$ cat src/rtl/subpel_pass_scheduler.sv
// Issue sequencer for the subpixel FIR bank: one horizontal pass over the
// extended rows, then vertical passes over integer/A/B/C columns.
module subpel_pass_scheduler #(
    parameter int NUM_PIXEL = 8,
    parameter int FIR_LAT   = 1
) (
    input  logic       clk,
    input  logic       reset,
    input  logic       start,
    input  logic       abort,
    input  logic       hold,
    output logic       ready,
    output logic       busy,
    output logic       issue_valid,
    output logic       issue_dir,
    output logic [1:0] issue_src,
    output logic [3:0] issue_idx,
    output logic       wb_valid,
    output logic       wb_dir,
    output logic [1:0] wb_src,
    output logic [3:0] wb_idx,
    output logic       done
);

    typedef enum logic [1:0] {
        IDLE,
        HPASS,
        VPASS,
        DRAIN
    } state_t;

    localparam logic [3:0] H_LAST     = 4'(NUM_PIXEL + 6);
    localparam logic [3:0] V_LAST     = 4'(NUM_PIXEL - 1);
    localparam logic [2:0] DRAIN_INIT = 3'(FIR_LAT - 1);

    state_t     state;
    logic [2:0] drain_cnt;
    logic       kill;
    logic [7:0] pipe [FIR_LAT];

    assign ready       = (state == IDLE);
    assign busy        = ~ready;
    assign issue_valid = ((state == HPASS) || (state == VPASS)) && !hold;
    assign kill        = abort && busy;

    always_ff @(posedge clk or posedge reset) begin
        if (reset) begin
            state     <= IDLE;
            issue_dir <= 1'b0;
            issue_src <= 2'd0;
            issue_idx <= 4'd0;
            drain_cnt <= 3'd0;
            done      <= 1'b0;
        end else begin
            done <= 1'b0;
            if (kill) begin
                state     <= IDLE;
                issue_dir <= 1'b0;
                issue_src <= 2'd0;
                issue_idx <= 4'd0;
                drain_cnt <= 3'd0;
            end else begin
                unique case (state)
                    IDLE: begin
                        if (start) begin
                            state     <= HPASS;
                            issue_dir <= 1'b0;
                            issue_src <= 2'd0;
                            issue_idx <= 4'd0;
                        end
                    end
                    HPASS: begin
                        if (issue_valid) begin
                            if (issue_idx == H_LAST) begin
                                state     <= VPASS;
                                issue_dir <= 1'b1;
                                issue_idx <= 4'd0;
                            end else begin
                                issue_idx <= issue_idx + 4'd1;
                            end
                        end
                    end
                    VPASS: begin
                        if (issue_valid) begin
                            if (issue_idx == V_LAST) begin
                                issue_idx <= 4'd0;
                                if (issue_src == 2'd3) begin
                                    state     <= DRAIN;
                                    issue_dir <= 1'b0;
                                    issue_src <= 2'd0;
                                    drain_cnt <= DRAIN_INIT;
                                end else begin
                                    issue_src <= issue_src + 2'd1;
                                end
                            end else begin
                                issue_idx <= issue_idx + 4'd1;
                            end
                        end
                    end
                    DRAIN: begin
                        // Leave once the final write-back is on the outputs.
                        if (drain_cnt == 3'd0) begin
                            state <= IDLE;
                            done  <= 1'b1;
                        end else begin
                            drain_cnt <= drain_cnt - 3'd1;
                        end
                    end
                    default: state <= IDLE;
                endcase
            end
        end
    end

    // FIR lanes have no enable, so this shifts every cycle regardless of hold.
    always_ff @(posedge clk or posedge reset) begin
        if (reset) begin
            for (int i = 0; i < FIR_LAT; i++) pipe[i] <= 8'd0;
        end else if (kill) begin
            for (int i = 0; i < FIR_LAT; i++) pipe[i] <= 8'd0;
        end else begin
            pipe[0] <= {issue_valid, issue_dir, issue_src, issue_idx};
            for (int i = 1; i < FIR_LAT; i++) pipe[i] <= pipe[i-1];
        end
    end

    assign {wb_valid, wb_dir, wb_src, wb_idx} = pipe[FIR_LAT-1];

endmodule

$ cat config.mk
export PLATFORM = sky130hd
export DESIGN_NAME = subpel_pass_scheduler
export DESIGN_NICKNAME = d
export VERILOG_FILES = /design/src/rtl/subpel_pass_scheduler.sv
export SDC_FILE = /design/constraint.sdc
export NUM_CORES = 1
export LEC_CHECK = 0
export ABC_AREA = 1
export CAP_MARGIN = 5
export CORE_AREA = 8 8 66 51
export CTS_BUF_LIST = sky130_fd_sc_hd__clkbuf_16
export CTS_CLUSTER_SIZE = 20
export DETAILED_ROUTE_END_ITERATION = 8
export DIE_AREA = 0 0 74 59
export GPL_TIMING_DRIVEN = 0
export PLACE_DENSITY = 0.81
export SETUP_SLACK_MARGIN = 0.05
export SYNTH_ARGS = -nofsm -noshare
export SYNTH_HDL_FRONTEND = slang
export SYNTH_SLANG_ARGS = --single-unit
$ cat constraint.sdc
create_clock -name clk -period 2.4 [get_ports clk]
set_clock_uncertainty 0.2 [all_clocks]
set_input_delay 0.36 -clock clk [delete_from_list [all_inputs] [get_ports clk]]
set_output_delay 0.36 -clock clk [all_outputs]
set_load 0.1 [all_outputs]
==> results.txt <==
The flow completed. The largest registers in the layout are pipe x8, issue_idx x4, drain_cnt x3. Maximum cell stage delay along the critical path landed at 1.14 ns. Measured against its own limit, the worst slew margin works out to 0.337. The register with the most flip-flops in the layout has 8 of them.

Biggest fanout along the worst timing path landed at 1. Among all stages on the critical path, the largest delay is contributed by sky130_fd_sc_hd__clkdlybuf4s50_1. The fraction of cell area in sequential cells is reported as 0.332. The cell-mix breakdown from Yosys lists the XOR/XNOR area share as 0.00714. Floorplan die height landed at 59 µm. Yosys instantiated no cell more often than sky130_fd_sc_hd__nand2_1. Count of buffering cells on the critical path with inverters included landed at 1.

Per the final report, the share of cell area in clock cells is 0.0506. Length of the first detailed-routing pass in iterations landed at 4. Count of library flops with an enable pin landed at 0. For met3 alone, demand over resource in global routing was 0.0439.

On the critical path the largest part of the delay comes from buffers and inverters. Insertion delay at the late pin of the worst-skew pair landed at 0.25 ns. Met2 layer wire length in the routed design landed at 1220 µm.

Number of cells on the critical path landed at 1. By instance count after routing, the leading logic cell types are sky130_fd_sc_hd__nand2_1 (42), sky130_fd_sc_hd__inv_1 (25), sky130_fd_sc_hd__dfrtp_1 (21), sky130_fd_sc_hd__nor2_1 (20), sky130_fd_sc_hd__clkdlybuf4s50_1 (13). The endpoint identified for the worst register-to-register timing path is drain_cnt[2]$_DFFE_PP0P_.

First-iteration detailed-routing DRC count landed at 61. Synthesis-to-layout area growth landed at 29.2%. After floorplanning, the die was sized to cover 0.00437 mm². For reference, the mux area share after synthesis is 0.

Once placement finished, the instance area stood at 0.00151 mm². Count of buffers from port buffering landed at 23. Clock period minus worst slack landed at 2.27 ns. Data-path buffer share of cell area in the final layout landed at 0.148.

Flop count landed at 21. Share of flip-flops with an asynchronous set or reset after synthesis landed at 1.00. The detailed router reports a met3 wire length of 157 µm. The initial antenna violation count is 0. Cell row count landed at 15. A synthesized cell averages 7.81 µm². At the pin with the least slew margin, the transition time is 0.991 ns. Ranked by total cell area, the synthesized netlist is headed by sky130_fd_sc_hd__dfrtp_1 (43%), sky130_fd_sc_hd__nand2_1 (13%), sky130_fd_sc_hd__ha_1 (9.2%). The first global-routing pass estimated 4260 µm of wire. The critical path is of the flop to output pin type. STA classifies the critical path startpoint as a flop.

The startpoint identified for the worst register-to-register timing path is state[0]$_DFFE_PP0P_. Routing resource usage on met2 recorded by global route was 0.208. Based on the critical path, the design can be clocked at up to 441 MHz.

In this run, the synthesized area fraction spent on and/or/nand/nor cells is recorded as 0.331. Per the layout report, the design carries 3 clock buffers. TritonCTS built the clock tree. Synthesized net count landed at 171. Count of pins over their slew limit landed at 0. Routability-driven placement finished with a final weighted congestion of 0.890. Among all cell classes, the greatest summed area belongs to logic gates. Listed in order, past its start point the critical path passes clkdlybuf4s50_1. The synthesized netlist contains 18 unique library cells. Register-to-register setup slack landed at 0.56 ns.

Counting flops per register, the top entry is pipe. Routed signal wires occupy layers up through met4. Area taken by flip-flops and latches landed at 526 µm². For reference, the clock transition at the flip-flops on the worst setup and hold paths is 0.05 ns. At the placement stage, the worst setup path has a slack of -0.342 ns. Per the layout report, the design carries 191 filler cells. Per the OpenROAD floorplan log, the width of the die is 74 µm. In this run the number of H-tree levels came out at 1. Post-cts repair resize count landed at 17.

On the final layout, the worst hold slack is 0.290 ns. The synth_stat.txt file lists the number of cells as 157. Number of post-CTS setup repair buffers landed at 0. Wire length the detailed router placed on met1 landed at 1150 µm. With fillers left out, the area of the finished cells amounts to 0.00158 mm². The global routing stage identified its most utilized layer as met2. After detailed routing, the total wire length is 2560 µm.

Fraction of final layout cells with drive strength greater than 1 landed at 0.147. By instance count after routing, the leading logic cell type is sky130_fd_sc_hd__nand2_1. After legalization and detailed placement, the total HPWL measured 1950 µm. Counting instances in the post-synthesis netlist gives the leading cell types as sky130_fd_sc_hd__nand2_1 (42), sky130_fd_sc_hd__inv_1 (25), sky130_fd_sc_hd__dfrtp_1 (21), sky130_fd_sc_hd__nor2_1 (20), sky130_fd_sc_hd__nand3_1 (12). TritonRoute output was used to compute an average wire per cell of 11.7 µm.

Fraction of synthesized cell area taken by the top area cell type landed at 0.429. Setup total negative slack on the finished layout was measured at 0 ns. In this run the worst hold path is classified as flop to flop. STA classifies the critical path endpoint as an output pin. Counting instances, the worst hold path has a depth of 2. Number of remaining DRC errors landed at 0. The number of global-route vias before repair was 997. For this run, the chip area from Yosys synthesis comes to 0.00123 mm². The tree is rooted in a sky130_fd_sc_hd__clkbuf_16. Met1 routing resource usage after global routing landed at 0.144. Number of maximum-capacitance constraint violations landed at 0.

Overall routing resource usage landed at 0.127. The run finished with clean final reports. The number of placed instances, taps included, is 214.

Area of the mapped netlist landed at 0.00123 mm². The data required time reported for the critical path is 1.84 ns.

Counting the inverters off the clock network in the layout gives 29. In the synthesized netlist the dominant register cell turns out to be sky130_fd_sc_hd__dfrtp_1. Worst-case setup margin in the final layout landed at 0.130 ns. Total number of nets in the final design landed at 199. Proportion of synthesized chip area in sequential cells landed at 0.429. 106 cells are multi-input combinational gates.

Share of the clock period used by the worst path landed at 0.946. Yosys synthesis warning count landed at 0. The repair_antennas step left the layout with diodes totalling 0.

For the worst flop-to-flop path, the logic depth is 8. During I/O placement, the number of pins put on the boundary was 24.

Looking at the clock tree report, the maximum root-to-sink buffer count equals 2. The synthesized design contains 21 register bits. The final report gives the core utilization as 0.675. CTS added clock buffers totalling 3. Grouping non-sequential cells by family puts the most area in simple AND/OR/NAND/NOR gates. Count of plain and timing-repair buffers in the layout landed at 24. Count of non-filler cells in the finished layout landed at 218. For hold timing, the worst endpoint is issue_dir$_DFFE_PP0P_. The core region is 0.00235 mm². Synthesized instance count landed at 157. For this run, the detailed router reports a per-instance via density of 4.73. Per the detail_route report, the via count comes to 1031. Clock sink total landed at 21.

The launch point of the critical path was reported as pipe[0]$_DFF_PP0_. Of all cell types, the one taking the most synthesized area is sky130_fd_sc_hd__dfrtp_1. Per the post-route antenna check, the number of violating nets is 0. The initial utilization of the core area, before any placement, comes to 0.523. In this run the tools logged warnings totalling 30.

Remaining global-route overflow landed at 0.
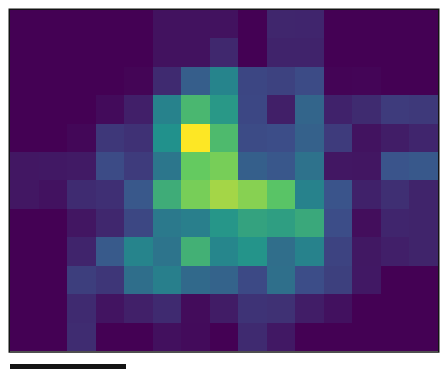
wire_density.png
Bar = 20 µm. The die is cut into 15 by 12 equal tiles; dark purple is low, yellow is high, scaled to the fullest tile. Values are wire area over tile area, all layers added.
nearly empty tiles: 32%
tiles over half the peak: 10%
fullest tile: 0.54
emptiest ninth of the die: north-west
mean over tiles: 0.094
densest ninth of the die: center

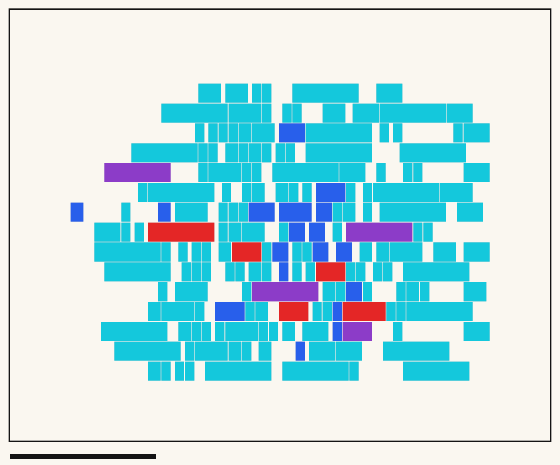
drive_strength.png
Bar = 20 µm.
| color | size | cells | share |
|---|---|---|---|
| red | drive 3 to 4 | 5 | 2.7% |
| purple | drive 6 and up | 4 | 2.2% |
| blue | drive 2 | 18 | 9.8% |
| cyan | drive 1 or less | 157 | 85% |

